`src/rtl/rxfifo_param_if.sv`:
```
// rtl/rxfifo_param_if.sv - APB read / receive push bundle for rxfifo_param
interface rxfifo_param_if #(
    parameter int DATA_W = 8,
    parameter int ADDR_W = 2
);
    logic              PSEL;
    logic              PWRITE;
    logic [DATA_W-1:0] RxData;
    logic              rx_ready;
    logic [DATA_W-1:0] PRDATA;
    logic              SSPRXINTR;
    logic              rx_empty;
    logic              rx_full;
    logic [ADDR_W:0]   rx_count;
    logic              rx_overrun;

    modport master (
        output PSEL, PWRITE, RxData, rx_ready,
        input  PRDATA, SSPRXINTR, rx_empty, rx_full, rx_count, rx_overrun
    );

    modport slave (
        input  PSEL, PWRITE, RxData, rx_ready,
        output PRDATA, SSPRXINTR, rx_empty, rx_full, rx_count, rx_overrun
    );
endinterface

```
`src/rtl/rxfifo_param.sv`:
```
// rtl/rxfifo_param.sv - parametrised SSP receive FIFO; RXFIFO_OVERRUN_EN enables sticky overrun flag
module rxfifo_param #(
    parameter int DATA_W = 8,
    parameter int DEPTH  = 4,
    parameter int ADDR_W = $clog2(DEPTH),
    parameter int THRESH = DEPTH
) (
    input  logic PCLK,
    input  logic CLEAR,
    rxfifo_param_if.slave bus
);
    localparam logic [ADDR_W:0] FULL_CNT   = (ADDR_W+1)'(DEPTH);
    localparam logic [ADDR_W:0] THRESH_CNT = (ADDR_W+1)'(THRESH);

    logic [DATA_W-1:0] mem [DEPTH];
    logic [ADDR_W-1:0] rd_ptr;
    logic [ADDR_W-1:0] wr_ptr;
    logic [ADDR_W:0]   count;
    logic [DATA_W-1:0] prdata_q;

    logic rd_req;
    logic empty;
    logic full;
    logic pop;
    logic push;

    // Handshake decode; a full FIFO still takes a frame when a pop frees a slot this cycle
    always_comb begin
        rd_req = bus.PSEL & ~bus.PWRITE;
        empty  = (count == '0);
        full   = (count == FULL_CNT);
        pop    = rd_req & ~empty;
        push   = bus.rx_ready & (~full | pop);
    end

    // Storage write; contents are not reset, and a push coinciding with CLEAR is discarded
    always_ff @(posedge PCLK) begin
        if (!CLEAR && push) begin
            mem[wr_ptr] <= bus.RxData;
        end
    end

    // Pointers, occupancy and registered read data
    always_ff @(posedge PCLK) begin
        if (CLEAR) begin
            rd_ptr   <= '0;
            wr_ptr   <= '0;
            count    <= '0;
            prdata_q <= '0;
        end else begin
            if (push) begin
                wr_ptr <= wr_ptr + ADDR_W'(1);
            end
            if (pop) begin
                rd_ptr   <= rd_ptr + ADDR_W'(1);
                prdata_q <= mem[rd_ptr];
            end
            case ({push, pop})
                2'b10:   count <= count + (ADDR_W+1)'(1);
                2'b01:   count <= count - (ADDR_W+1)'(1);
                default: count <= count;
            endcase
        end
    end

`ifdef RXFIFO_OVERRUN_EN
    logic overrun_q;

    // Sticky drop flag: a dropped frame outranks the APB write-clear in the same cycle
    always_ff @(posedge PCLK) begin
        if (CLEAR) begin
            overrun_q <= 1'b0;
        end else if (bus.rx_ready & full & ~pop) begin
            overrun_q <= 1'b1;
        end else if (bus.PSEL & bus.PWRITE) begin
            overrun_q <= 1'b0;
        end
    end

    assign bus.rx_overrun = overrun_q;
`else
    assign bus.rx_overrun = 1'b0;
`endif

    assign bus.PRDATA    = prdata_q;
    assign bus.rx_count  = count;
    assign bus.rx_empty  = empty;
    assign bus.rx_full   = full;
    assign bus.SSPRXINTR = (count >= THRESH_CNT);

endmodule

```
`src/flat_wrapper.sv`:
```
// flat-port wrapper written by rule: the top's interface ports become plain ports
module rxfifo_param_flat 
#(
    parameter int DATA_W = 8,
    parameter int DEPTH  = 4,
    parameter int ADDR_W = $clog2(DEPTH),
    parameter int THRESH = DEPTH
)
  (PCLK, CLEAR, bus_PSEL, bus_PWRITE, bus_RxData, bus_rx_ready, bus_PRDATA, bus_SSPRXINTR, bus_rx_empty, bus_rx_full, bus_rx_count, bus_rx_overrun);
  rxfifo_param_if #(.DATA_W(DATA_W), .ADDR_W(ADDR_W)) bus_i ();
  input  logic PCLK;
  input  logic CLEAR;
  input wire logic [$bits(bus_i.PSEL)-1:0] bus_PSEL;
  input wire logic [$bits(bus_i.PWRITE)-1:0] bus_PWRITE;
  input wire logic [$bits(bus_i.RxData)-1:0] bus_RxData;
  input wire logic [$bits(bus_i.rx_ready)-1:0] bus_rx_ready;
  output wire logic [$bits(bus_i.PRDATA)-1:0] bus_PRDATA;
  output wire logic [$bits(bus_i.SSPRXINTR)-1:0] bus_SSPRXINTR;
  output wire logic [$bits(bus_i.rx_empty)-1:0] bus_rx_empty;
  output wire logic [$bits(bus_i.rx_full)-1:0] bus_rx_full;
  output wire logic [$bits(bus_i.rx_count)-1:0] bus_rx_count;
  output wire logic [$bits(bus_i.rx_overrun)-1:0] bus_rx_overrun;
  assign bus_i.PSEL = bus_PSEL;
  assign bus_i.PWRITE = bus_PWRITE;
  assign bus_i.RxData = bus_RxData;
  assign bus_i.rx_ready = bus_rx_ready;
  assign bus_PRDATA = bus_i.PRDATA;
  assign bus_SSPRXINTR = bus_i.SSPRXINTR;
  assign bus_rx_empty = bus_i.rx_empty;
  assign bus_rx_full = bus_i.rx_full;
  assign bus_rx_count = bus_i.rx_count;
  assign bus_rx_overrun = bus_i.rx_overrun;
  rxfifo_param #(.DATA_W(DATA_W), .DEPTH(DEPTH), .ADDR_W(ADDR_W), .THRESH(THRESH)) u_core (.PCLK(PCLK), .CLEAR(CLEAR), .bus(bus_i));
endmodule
```
`config.mk`:
```
export PLATFORM = sky130hd
export DESIGN_NAME = rxfifo_param_flat
export DESIGN_NICKNAME = d
export VERILOG_FILES = /design/src/rtl/rxfifo_param_if.sv /design/src/rtl/rxfifo_param.sv /design/src/flat_wrapper.sv
export SDC_FILE = /design/constraint.sdc
export NUM_CORES = 1
export LEC_CHECK = 0
export CAP_MARGIN = 10
export CORE_ASPECT_RATIO = 1.1
export CORE_MARGIN = 4
export CORE_UTILIZATION = 53
export DETAILED_ROUTE_END_ITERATION = 7
export PLACE_DENSITY = 0.85
export RECOVER_POWER = 25
export SYNTH_ARGS = -nofsm -noshare
export SYNTH_HDL_FRONTEND = slang
export SYNTH_SLANG_ARGS = --single-unit
```
`constraint.sdc`:
```
create_clock -name PCLK -period 2.4 [get_ports PCLK]
set_clock_uncertainty 0.2 [all_clocks]
set_input_delay 0.48 -clock PCLK [delete_from_list [all_inputs] [get_ports PCLK]]
set_output_delay 0.48 -clock PCLK [all_outputs]
set_load 0.05 [all_outputs]
```
Signal wires on met1:
The bar under the picture is 20 um long.
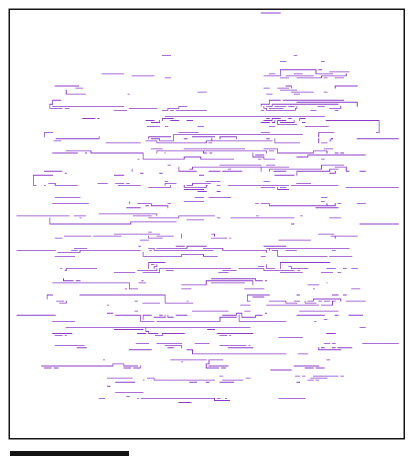
nets with wire on the layer: 167
share of all routed wire: 38%
Vias: 1175
met1 GRT Util: 17.2%

Met2 routing:
The bar under the picture is 20 um long. Cells faint in the background.
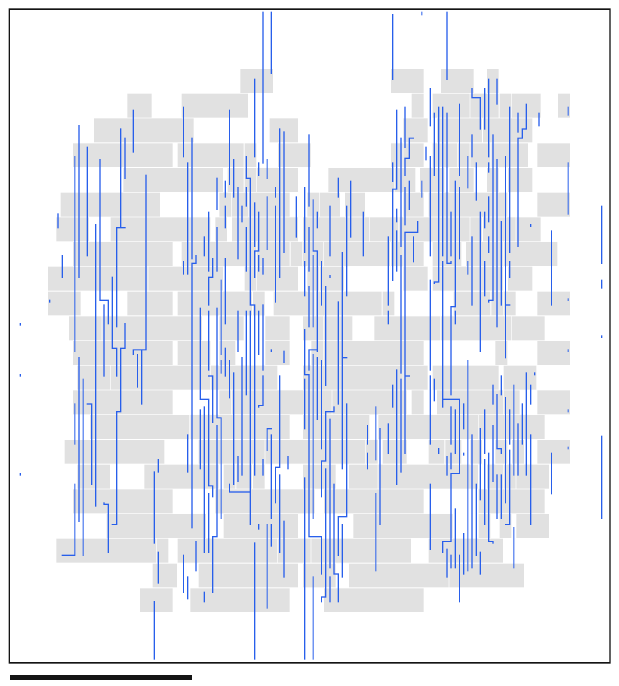
main direction: vertical
longest straight run: 30.9 um
nets with wire on the layer: 172
wire length on this layer: 1950 um
met2 track demand over resource: 31.4%
final WL: 3.61 mm

The metal 3 layer:
The bar under the picture is 20 um long. Cells faint in the background.
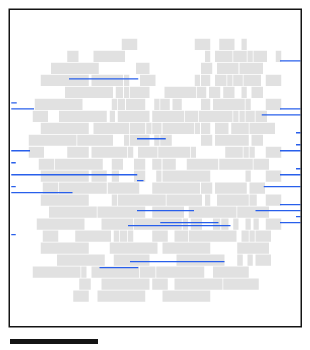
longest straight run: 28.3 um
wire length on this layer: 210 um
nets with wire on the layer: 24
met3 Usage GRT: 5.96%

Cell area per tile:
7 x 7 tiles, from white (low) to dark blue (high), 0 to 100% covered.
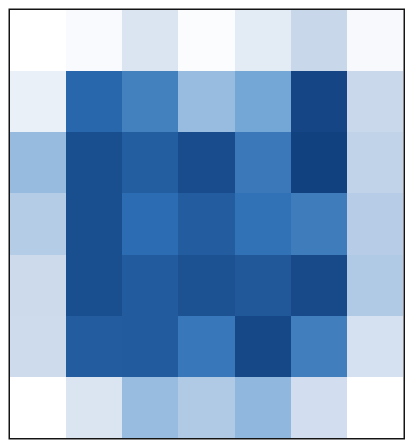
emptiest ninth of the die: upper left
fullest tile: 93%
mean over tiles: 50%
nearly empty tiles: 6.1%
tiles over 75% full: 35%
Final Util: 70.1%
Core Area: 3440 um2
Initial Util: 56.9%

Congestion heat map:
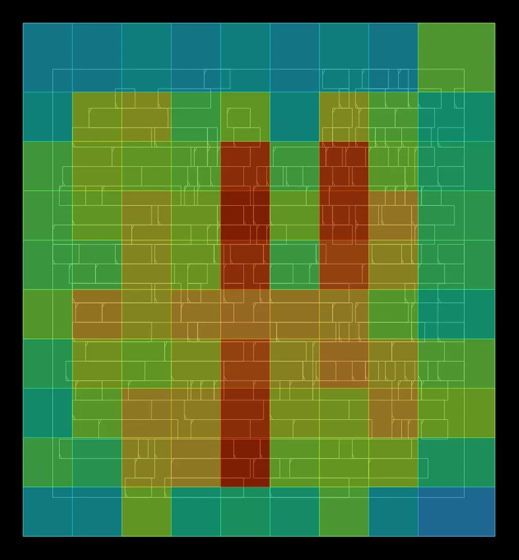
Total GRT Usage: 17.0%
Routed wire per std cell: 16.3 um
gr busiest metal: met2

flip-flops by register name, summed over array words and instances, names as in the netlist:
name,count
u_core.mem,32
u_core.bus.PRDATA,8
u_core.bus.rx_count,3
u_core.rd_ptr,2
u_core.wr_ptr,2
placed cells by master (no fill, tap or decap), types with 5 or more instances in the layout:
cell,count
dfxtp_1,12
edfxtp_1,32
nand2_1,19
buf_4,8
a21oi_1,8
and2_1,5
inv_1,5
nor2_1,11
mux4_2,8
dlygate4sd3_1,7
clkdlybuf4s50_1,17
clkbuf_4,5
power groups by stage:
stage | Sequential [mW] | Clock, mW | Combinational, mW
floorplan | 1.05 | 0 | 0.252
global placement | 0.984 | 0 | 0.445
detailed placement | 0.990 | 0 | 0.461
CTS | 0.972 | 0.395 | 0.462
global route | 0.981 | 0.429 | 0.487
finish | 0.971 | 0.383 | 0.455
worst min-delay path, stage by stage (launching register included):
cell	delay, ns
dfxtp_1	0.33
nand2_1	0.05
a21oi_1	0.05
kinds of logic (layout without fill, tap and decap cells):
group | after synthesis | in the layout | share of synthesized area [%]
flops | 47 | 47 | 64.5
simple gates | 45 | 45 | 11.6
compound gates | 13 | 13 | 4.35
buf+inv | 13 | 48 | 3.20
mux | 11 | 11 | 10.9
fa+ha+maj | 5 | 5 | 3.58
xor+xnor | 4 | 4 | 1.79
other cells | 1 | 1 | 0.192
per-layer routing:
metal  vias up  share of wire, %  track usage, %
met1       579                38            17.2
met4         0               1.7            6.77
li1        558                 -               -
met5         -                 0               0
met3         7               5.8            5.96
met2        31                54            31.4
worst paths after layout:
check	startpoint	depth (start not counted)	slack (ns)	end
setup / recovery	u_core.bus.rx_count[2]$_SDFFE_PP0P_	1	0.06	bus_SSPRXINTR
setup reg to reg	u_core.bus.rx_count[1]$_SDFFE_PP0P_	8	0.40	u_core.bus.rx_count[2]$_SDFFE_PP0P_
hold / removal	u_core.bus.PRDATA[2]$_SDFFE_PP0N_	2	0.27	u_core.bus.PRDATA[2]$_SDFFE_PP0N_
hold reg to reg	u_core.bus.PRDATA[2]$_SDFFE_PP0N_	2	0.27	u_core.bus.PRDATA[2]$_SDFFE_PP0N_
cell type report:
| cell class | instances | area [um2] | area share, % |
|---|---|---|---|
| Sequential cell | 47 | 1260 | 52.4 |
| Multi-Input combinational cell | 79 | 644 | 26.7 |
| Timing Repair Buffer | 35 | 360 | 14.9 |
| Tap cell | 48 | 60.1 | 2.49 |
| Clock buffer | 7 | 55.1 | 2.28 |
| Inverter | 5 | 18.8 | 0.778 |
| Clock inverter | 1 | 8.76 | 0.363 |
==> CHANGELOG.md <==
## Implementation

- Outcome: complete, no violations
- Sequential power share: 53.7%
- First-pass GRT wire length: 5.73 mm
- Yosys cell count: 139
- Register share after synthesis: 64.5%
- Clock sinks: 47
- Largest area contributor in the netlist: edfxtp_1
- Die area: 4730 um2
- Max-area cell share: 49.1%
- Root Buffer: clkbuf_4
- Setup slack after layout: 0.0639 ns
- Dpl ws: -0.0690 ns
- CP max-delay cell: clkdlybuf4s50_1
- Period utilization: 97.3%
- Int Pwr: 1.25 mW
- Count leader, synth: edfxtp_1
- Fraction of layout cells with a size suffix above 1: 20.7%
- DPL Wire Length: 2.63 mm
- Vias in the first global route: 1239
- Drt initial violations: 47
- Worst-path maximum fanout: 8
- Commonest flop: edfxtp_1
- Largest net degree at the start of global routing: 18
- Max Cap Viol: 0
- Worst Path Buf+Inv: 1
- #FFs+latches synth: 47
- Post-layout net count: 191
- Worst ir drop on vdd: 0.000404 V
- Arr. time, crit path: 1.66 ns
- Fmax: 428 MHz
- Floorplan Nets: 157
- Final Cell Area: 2410 um2
- Fin Setup TNS: 0 ns
- Total CTS buffers: 5
- CP cell instances: clkdlybuf4s50_1
- Ys async rst share: 0%
- Avg Inst Size Synth: 14.1 um2
- # IOs: 28
- Critical path's largest stage delay: 0.84 ns
- Crit. End Element: output pin
- Synth cell count leaders: 32 x edfxtp_1, 19 x nand2_1, 15 x dfxtp_1
- Synthesized instance count: 139
- EDFF count, synth: 32
- Final Max-Slew Violation Tally: 0
- CTS Buffer Depth: 2
- Yosys cell types: 32
- Yosys synthesis chip area: 1960 um2
- Area growth syn-to-layout: 23.3%
No activity file was given, so power comes from the tool's default toggle rates.
